<file path="src/rtl/protocore_pkg.sv">
// Shared ISA definitions for the protocore controller: opcode classes,
// ALU op codes, FSM state encoding, decoded-instruction struct and field slices.
package protocore_pkg;

  // FSM state encoding
  localparam logic [2:0] ST_IDLE  = 3'd0;
  localparam logic [2:0] ST_FETCH = 3'd1;
  localparam logic [2:0] ST_EXEC  = 3'd2;
  localparam logic [2:0] ST_WB    = 3'd3;
  localparam logic [2:0] ST_HALT  = 3'd4;

  // Opcode classes in ir[15:12] when ir[15]=1 (0xC-0xE decode as NOP)
  localparam logic [3:0] CLS_LDI  = 4'h8;
  localparam logic [3:0] CLS_JMP  = 4'h9;
  localparam logic [3:0] CLS_BZ   = 4'hA;
  localparam logic [3:0] CLS_BC   = 4'hB;
  localparam logic [3:0] CLS_HALT = 4'hF;

  // ALU op codes (meaning lives in the datapath; passed through untouched)
  localparam logic [2:0] ALU_ADD = 3'd0;
  localparam logic [2:0] ALU_SUB = 3'd1;
  localparam logic [2:0] ALU_AND = 3'd2;
  localparam logic [2:0] ALU_OR  = 3'd3;
  localparam logic [2:0] ALU_XOR = 3'd4;
  localparam logic [2:0] ALU_SHL = 3'd5;
  localparam logic [2:0] ALU_SHR = 3'd6;
  localparam logic [2:0] ALU_MOV = 3'd7;

  typedef struct packed {
    logic       is_alu;
    logic       is_ldi;
    logic       is_jmp;
    logic       is_bz;
    logic       is_bc;
    logic       is_halt;
    logic [2:0] op;
    logic [3:0] rd;
    logic [3:0] ra;
    logic [3:0] rb;
    logic [7:0] imm;
  } decode_t;

  // Instruction field slices
  function automatic logic [3:0] ir_cls(input logic [15:0] ir); return ir[15:12]; endfunction
  function automatic logic [2:0] ir_op (input logic [15:0] ir); return ir[14:12]; endfunction
  function automatic logic [3:0] ir_rd (input logic [15:0] ir); return ir[11:8];  endfunction
  function automatic logic [3:0] ir_ra (input logic [15:0] ir); return ir[7:4];   endfunction
  function automatic logic [3:0] ir_rb (input logic [15:0] ir); return ir[3:0];   endfunction
  function automatic logic [7:0] ir_imm(input logic [15:0] ir); return ir[7:0];   endfunction

endpackage

</file>
<file path="src/rtl/protocore_decode.sv">
// Combinational instruction decoder: ir -> class flags and operand fields.
module protocore_decode
  import protocore_pkg::*;
(
  input  logic [15:0] ir,
  output decode_t     dec
);

  // Classify the instruction; ALU op is forced to 0 for non-ALU classes
  always_comb begin
    dec     = '0;
    dec.rd  = ir_rd(ir);
    dec.ra  = ir_ra(ir);
    dec.rb  = ir_rb(ir);
    dec.imm = ir_imm(ir);
    if (!ir[15]) begin
      dec.is_alu = 1'b1;
      dec.op     = ir_op(ir);
    end else begin
      case (ir_cls(ir))
        CLS_LDI:  dec.is_ldi  = 1'b1;
        CLS_JMP:  dec.is_jmp  = 1'b1;
        CLS_BZ:   dec.is_bz   = 1'b1;
        CLS_BC:   dec.is_bc   = 1'b1;
        CLS_HALT: dec.is_halt = 1'b1;
        default:  ;  // 0xC-0xE: NOP
      endcase
    end
  end

endmodule

</file>
<file path="src/rtl/protocore_control.sv">
// Fetch/decode/execute controller for the 8-bit datapath. Holds the FSM,
// pc, instruction register and zero/carry flags.
module protocore_control
  import protocore_pkg::*;
#(
  parameter int DATA_W  = 8,
  parameter int RADDR_W = 4,
  parameter int PC_W    = 8
) (
  input  logic               clk,
  input  logic               rst_n,
  output logic               imem_req,
  output logic [PC_W-1:0]    imem_addr,
  input  logic               imem_valid,
  input  logic [15:0]        imem_rdata,
  output logic [2:0]         alu_opcode,
  output logic [RADDR_W-1:0] ra_addr,
  output logic [RADDR_W-1:0] rb_addr,
  output logic [RADDR_W-1:0] write_addr,
  output logic [DATA_W-1:0]  write_data,
  output logic               write_en,
  input  logic [DATA_W-1:0]  alu_result,
  input  logic               alu_zero,
  input  logic               alu_carry,
  output logic               halted
);

  logic [2:0]      state;
  logic [PC_W-1:0] pc;
  logic [15:0]     ir;
  logic            zf, cf;
  decode_t         dec;
  logic            br_taken;

  protocore_decode u_dec (.ir(ir), .dec(dec));

  assign br_taken = dec.is_jmp || (dec.is_bz && zf) || (dec.is_bc && cf);

  // FSM, pc, ir and flags; reset aborts any in-flight instruction
  always_ff @(posedge clk) begin
    if (!rst_n) begin
      state <= ST_IDLE;
      pc    <= '0;
      ir    <= '0;
      zf    <= 1'b0;
      cf    <= 1'b0;
    end else begin
      case (state)
        ST_IDLE: state <= ST_FETCH;
        ST_FETCH: begin
          if (imem_valid) begin
            ir    <= imem_rdata;
            state <= ST_EXEC;
          end
        end
        ST_EXEC: begin
          if (dec.is_alu || dec.is_ldi) begin
            state <= ST_WB;
          end else if (dec.is_halt) begin
            state <= ST_HALT;
          end else begin
            pc    <= br_taken ? PC_W'(dec.imm) : pc + 1'b1;
            state <= ST_FETCH;
          end
        end
        ST_WB: begin
          if (dec.is_alu) begin
            zf <= alu_zero;
            cf <= alu_carry;
          end
          pc    <= pc + 1'b1;
          state <= ST_FETCH;
        end
        ST_HALT: state <= ST_HALT;
        default: state <= ST_IDLE;
      endcase
    end
  end

  // Datapath and fetch outputs decoded from state; operands held through EXEC and WB
  always_comb begin
    imem_req   = (state == ST_FETCH);
    imem_addr  = pc;
    halted     = (state == ST_HALT);
    alu_opcode = '0;
    ra_addr    = '0;
    rb_addr    = '0;
    write_en   = 1'b0;
    write_addr = '0;
    write_data = '0;
    if (state == ST_EXEC || state == ST_WB) begin
      alu_opcode = dec.op;
      ra_addr    = RADDR_W'(dec.ra);
      rb_addr    = RADDR_W'(dec.rb);
    end
    if (state == ST_WB) begin
      write_en   = 1'b1;
      write_addr = RADDR_W'(dec.rd);
      write_data = dec.is_ldi ? DATA_W'(dec.imm) : alu_result;
    end
  end

endmodule

</file>
<file path="config.mk">
export PLATFORM = sky130hd
export DESIGN_NAME = protocore_control
export DESIGN_NICKNAME = d
export VERILOG_FILES = /design/src/rtl/protocore_pkg.sv /design/src/rtl/protocore_decode.sv /design/src/rtl/protocore_control.sv
export SDC_FILE = /design/constraint.sdc
export NUM_CORES = 1
export LEC_CHECK = 0
export ABC_AREA = 1
export CAP_MARGIN = 20
export CELL_PAD_IN_SITES_DETAIL_PLACEMENT = 1
export CELL_PAD_IN_SITES_GLOBAL_PLACEMENT = 1
export CORE_UTILIZATION = 28
export DETAILED_ROUTE_END_ITERATION = 10
export PLACE_DENSITY = 0.88
export SLEW_MARGIN = 25
export SYNTH_ARGS = -nofsm -noshare
export SYNTH_HDL_FRONTEND = slang
export SYNTH_HIERARCHICAL = 1
export SYNTH_SLANG_ARGS = --single-unit
</file>
<file path="constraint.sdc">
create_clock -name clk -period 1.5 [get_ports clk]
set_clock_uncertainty 0.2 [all_clocks]
set_input_delay 0.15 -clock clk [delete_from_list [all_inputs] [get_ports clk]]
set_output_delay 0.15 -clock clk [all_outputs]
set_load 0.02 [all_outputs]
</file>
==> impl_metrics.xml, run 1 <==
<?xml version="1.0" encoding="UTF-8"?>
<metrics>
  <group name="detailed_routing">
    <metric name="dr.pass1.iters" unit="">7</metric>
    <metric name="met2_length" unit="mm">5.40</metric>
    <metric name="post-route-drc-count" unit="">9</metric>
    <metric name="route.top_layer_used" unit="">met4</metric>
    <metric name="postRouteAntennaNets" unit="">0</metric>
  </group>
  <group name="critical_path">
    <metric name="worstRegToRegCells" unit="">12</metric>
    <metric name="startpoint_type" unit="">register</metric>
    <metric name="r2r_start" unit="">ir[14]</metric>
  </group>
  <group name="place">
    <metric name="place_inst" unit="">461</metric>
    <metric name="place_area" unit="um2">2780</metric>
  </group>
  <group name="cells_and_area">
    <metric name="final.signal_inverter_count" unit="">47</metric>
    <metric name="combGateArea" unit="um2">1490</metric>
    <metric name="clock_buffers" unit="">7</metric>
    <metric name="final_common_cell" unit="">sky130_fd_sc_hd__nand2_1</metric>
    <metric name="layout_top_cells" unit="">46 x sky130_fd_sc_hd__nand2_1, 45 x sky130_fd_sc_hd__buf_4, 37 x sky130_fd_sc_hd__nor2_1</metric>
    <metric name="post_route_cells_drive_above_1_share" unit="">0.540</metric>
  </group>
  <group name="logic_synthesis">
    <metric name="post_synth_main_logic_family" unit="">simple AND/OR/NAND/NOR gates</metric>
    <metric name="synth_top_cells_by_count" unit="">71 x sky130_fd_sc_hd__nand2_1, 70 x sky130_fd_sc_hd__nor2_1, 41 x sky130_fd_sc_hd__inv_1</metric>
  </group>
  <group name="die">
    <metric name="tap-cell-count" unit="">77</metric>
  </group>
  <group name="final_timing">
    <metric name="timing.final.setup_violations" unit="">53</metric>
    <metric name="tightestPinTransition" unit="ps">433</metric>
    <metric name="post-route-period-util" unit="">1.25</metric>
    <metric name="report.final.hold_viol_count" unit="">0</metric>
    <metric name="worst_slack" unit="ps">-380</metric>
  </group>
  <group name="status">
    <metric name="result_of_the_run" unit="">finished with violations</metric>
    <metric name="violations" unit="">design-rule violations, negative setup slack</metric>
  </group>
  <group name="power">
    <metric name="internal_power" unit="mW">1.69</metric>
    <metric name="power.leakage" unit="nW">1.63</metric>
  </group>
  <group name="min_path">
    <metric name="hold_path.startpoint" unit="">imem_rdata[10]</metric>
  </group>
  <group name="clock_network">
    <metric name="cts_root_buf" unit="">sky130_fd_sc_hd__clkbuf_8</metric>
  </group>
  <group name="grt">
    <metric name="grt_most_used_layer" unit="">met2</metric>
  </group>
</metrics>
Run 1, gate families picked out:
Scale bar: 20 um.
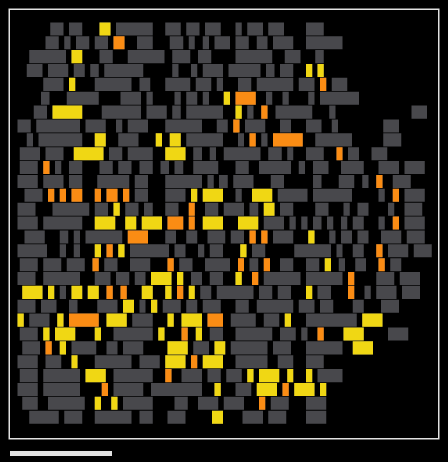
| family | color | cells | most used |
|---|---|---|---|
| inverters | orange | 47 | inv_1 |
| NOR gates | yellow | 73 | nor2_1 |
final standard cell count with taps included and fillers excluded: 494
logic share of the area: 0.394

Run 1, the metal 4 layer:
Scale bar: 20 um.
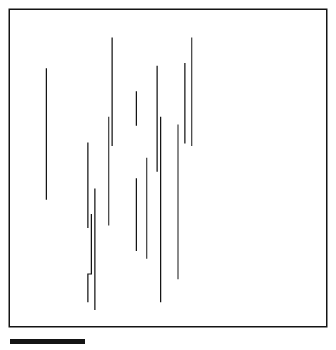
main direction: vertical
wire length on this layer: 392 um
longest straight run: 49.0 um
nets with wire on the layer: 13
via count: 2522
Final Routed Wirelength: 10.3 mm

Run 1, placed cells, one color a class:
Scale bar: 20 um. Fill, decap, tap and diode cells in gray.
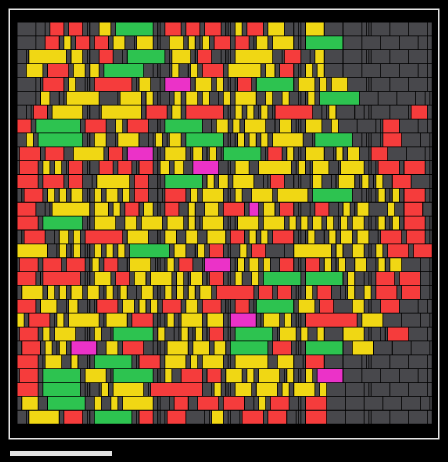
| class | color | cells | share of their area |
|---|---|---|---|
| other buffers and delay cells | red | 125 | 34% |
| clock drivers and dummy loads | magenta | 8 | 2.7% |
| all other logic | yellow | 255 | 47% |
| flip-flops | green | 29 | 16% |
Row Count: 29
fraction of area in registers: 0.157
final core area utilization: 0.590
final non-filler cell area: 3790 um2

--- run 2 (diff from run 1) ---
--- a/config.mk
+++ b/config.mk
@@ -12,6 +12,7 @@
 export CORE_UTILIZATION = 28
 export DETAILED_ROUTE_END_ITERATION = 10
 export PLACE_DENSITY = 0.88
+export SKIP_LAST_GASP = 1
 export SLEW_MARGIN = 25
 export SYNTH_ARGS = -nofsm -noshare
 export SYNTH_HDL_FRONTEND = slang
Run 2, cell placement:
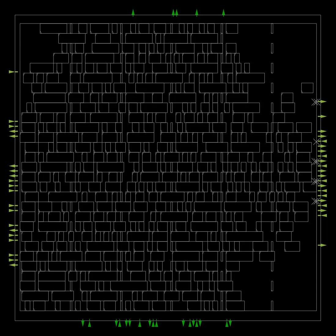
final core area utilization: 0.576
flop count: 29
final standard cell count with taps included and fillers excluded: 491
Tap Cells: 77
area inside the core boundary: 6420 um2

Run 2, the metal 4 layer:
Scale bar: 20 um.
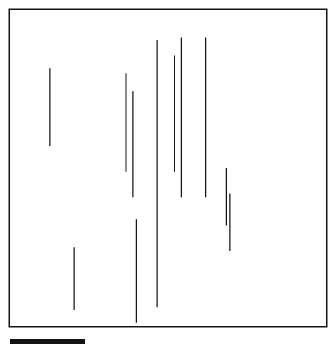
wire length on this layer: 333 um
main direction: vertical
longest straight run: 70.7 um
nets with wire on the layer: 11
Final Routed Wirelength: 9.75 mm
via count: 2454

==> run 2 against run 1 <==
The run still ends with design-rule violations, negative setup slack left; routed wire length down 5.3%; synthesized cell count unchanged; first-iteration DRC count down 17%; worst setup slack worse by 14 ps; via count down 2.7%; flip-flop count unchanged; synthesized area unchanged.
==> impl_metrics.xml, run 2 <==
<?xml version="1.0" encoding="UTF-8"?>
<metrics>
  <group name="clock_network">
    <metric name="cts_root_buf" unit="">sky130_fd_sc_hd__clkbuf_8</metric>
  </group>
  <group name="final_timing">
    <metric name="worst_slack" unit="ps">-394</metric>
    <metric name="timing.final.setup_violations" unit="">53</metric>
    <metric name="post-route-period-util" unit="">1.26</metric>
    <metric name="tightestPinTransition" unit="ps">418</metric>
  </group>
  <group name="grt">
    <metric name="grt_most_used_layer" unit="">met2</metric>
  </group>
  <group name="cells_and_area">
    <metric name="area.share.sequential" unit="">0.161</metric>
    <metric name="post_route_cells_drive_above_1_share" unit="">0.512</metric>
    <metric name="final.signal_inverter_count" unit="">47</metric>
    <metric name="layout_top_cells" unit="">51 x sky130_fd_sc_hd__nand2_1, 44 x sky130_fd_sc_hd__buf_4, 42 x sky130_fd_sc_hd__nor2_1</metric>
    <metric name="comb-cell-share" unit="">0.390</metric>
    <metric name="final_common_cell" unit="">sky130_fd_sc_hd__nand2_1</metric>
  </group>
  <group name="detailed_routing">
    <metric name="route.top_layer_used" unit="">met4</metric>
    <metric name="dr.pass1.iters" unit="">7</metric>
    <metric name="post-route-drc-count" unit="">9</metric>
    <metric name="met2_length" unit="mm">5.17</metric>
  </group>
  <group name="min_path">
    <metric name="hold_path.startpoint" unit="">imem_rdata[14]</metric>
  </group>
  <group name="status">
    <metric name="violations" unit="">design-rule violations, negative setup slack</metric>
    <metric name="result_of_the_run" unit="">finished with violations</metric>
  </group>
  <group name="place">
    <metric name="place_area" unit="um2">2780</metric>
    <metric name="place_inst" unit="">461</metric>
  </group>
  <group name="critical_path">
    <metric name="startpoint_type" unit="">register</metric>
    <metric name="worstRegToRegCells" unit="">12</metric>
  </group>
  <group name="logic_synthesis">
    <metric name="synth_top_cells_by_count" unit="">71 x sky130_fd_sc_hd__nand2_1, 70 x sky130_fd_sc_hd__nor2_1, 41 x sky130_fd_sc_hd__inv_1</metric>
  </group>
  <group name="die">
    <metric name="num_rows" unit="">29</metric>
  </group>
</metrics>
Run 2, metal layers overlaid:
Scale bar: 20 um.
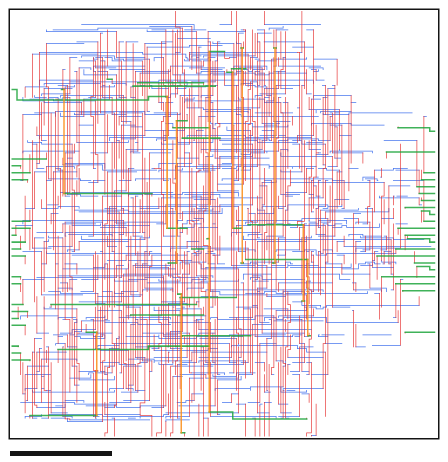
| layer | color | wire length |
|---|---|---|
| met1 | blue | 3810 um |
| met3 | green | 437 um |
| met2 | red | 5170 um |
| met4 | orange | 333 um |
per-cell routed wire length: 19.9 um
Total Routing Usage GR: 0.238

Power figures rest on the tool's default switching activity, not on a simulated workload.
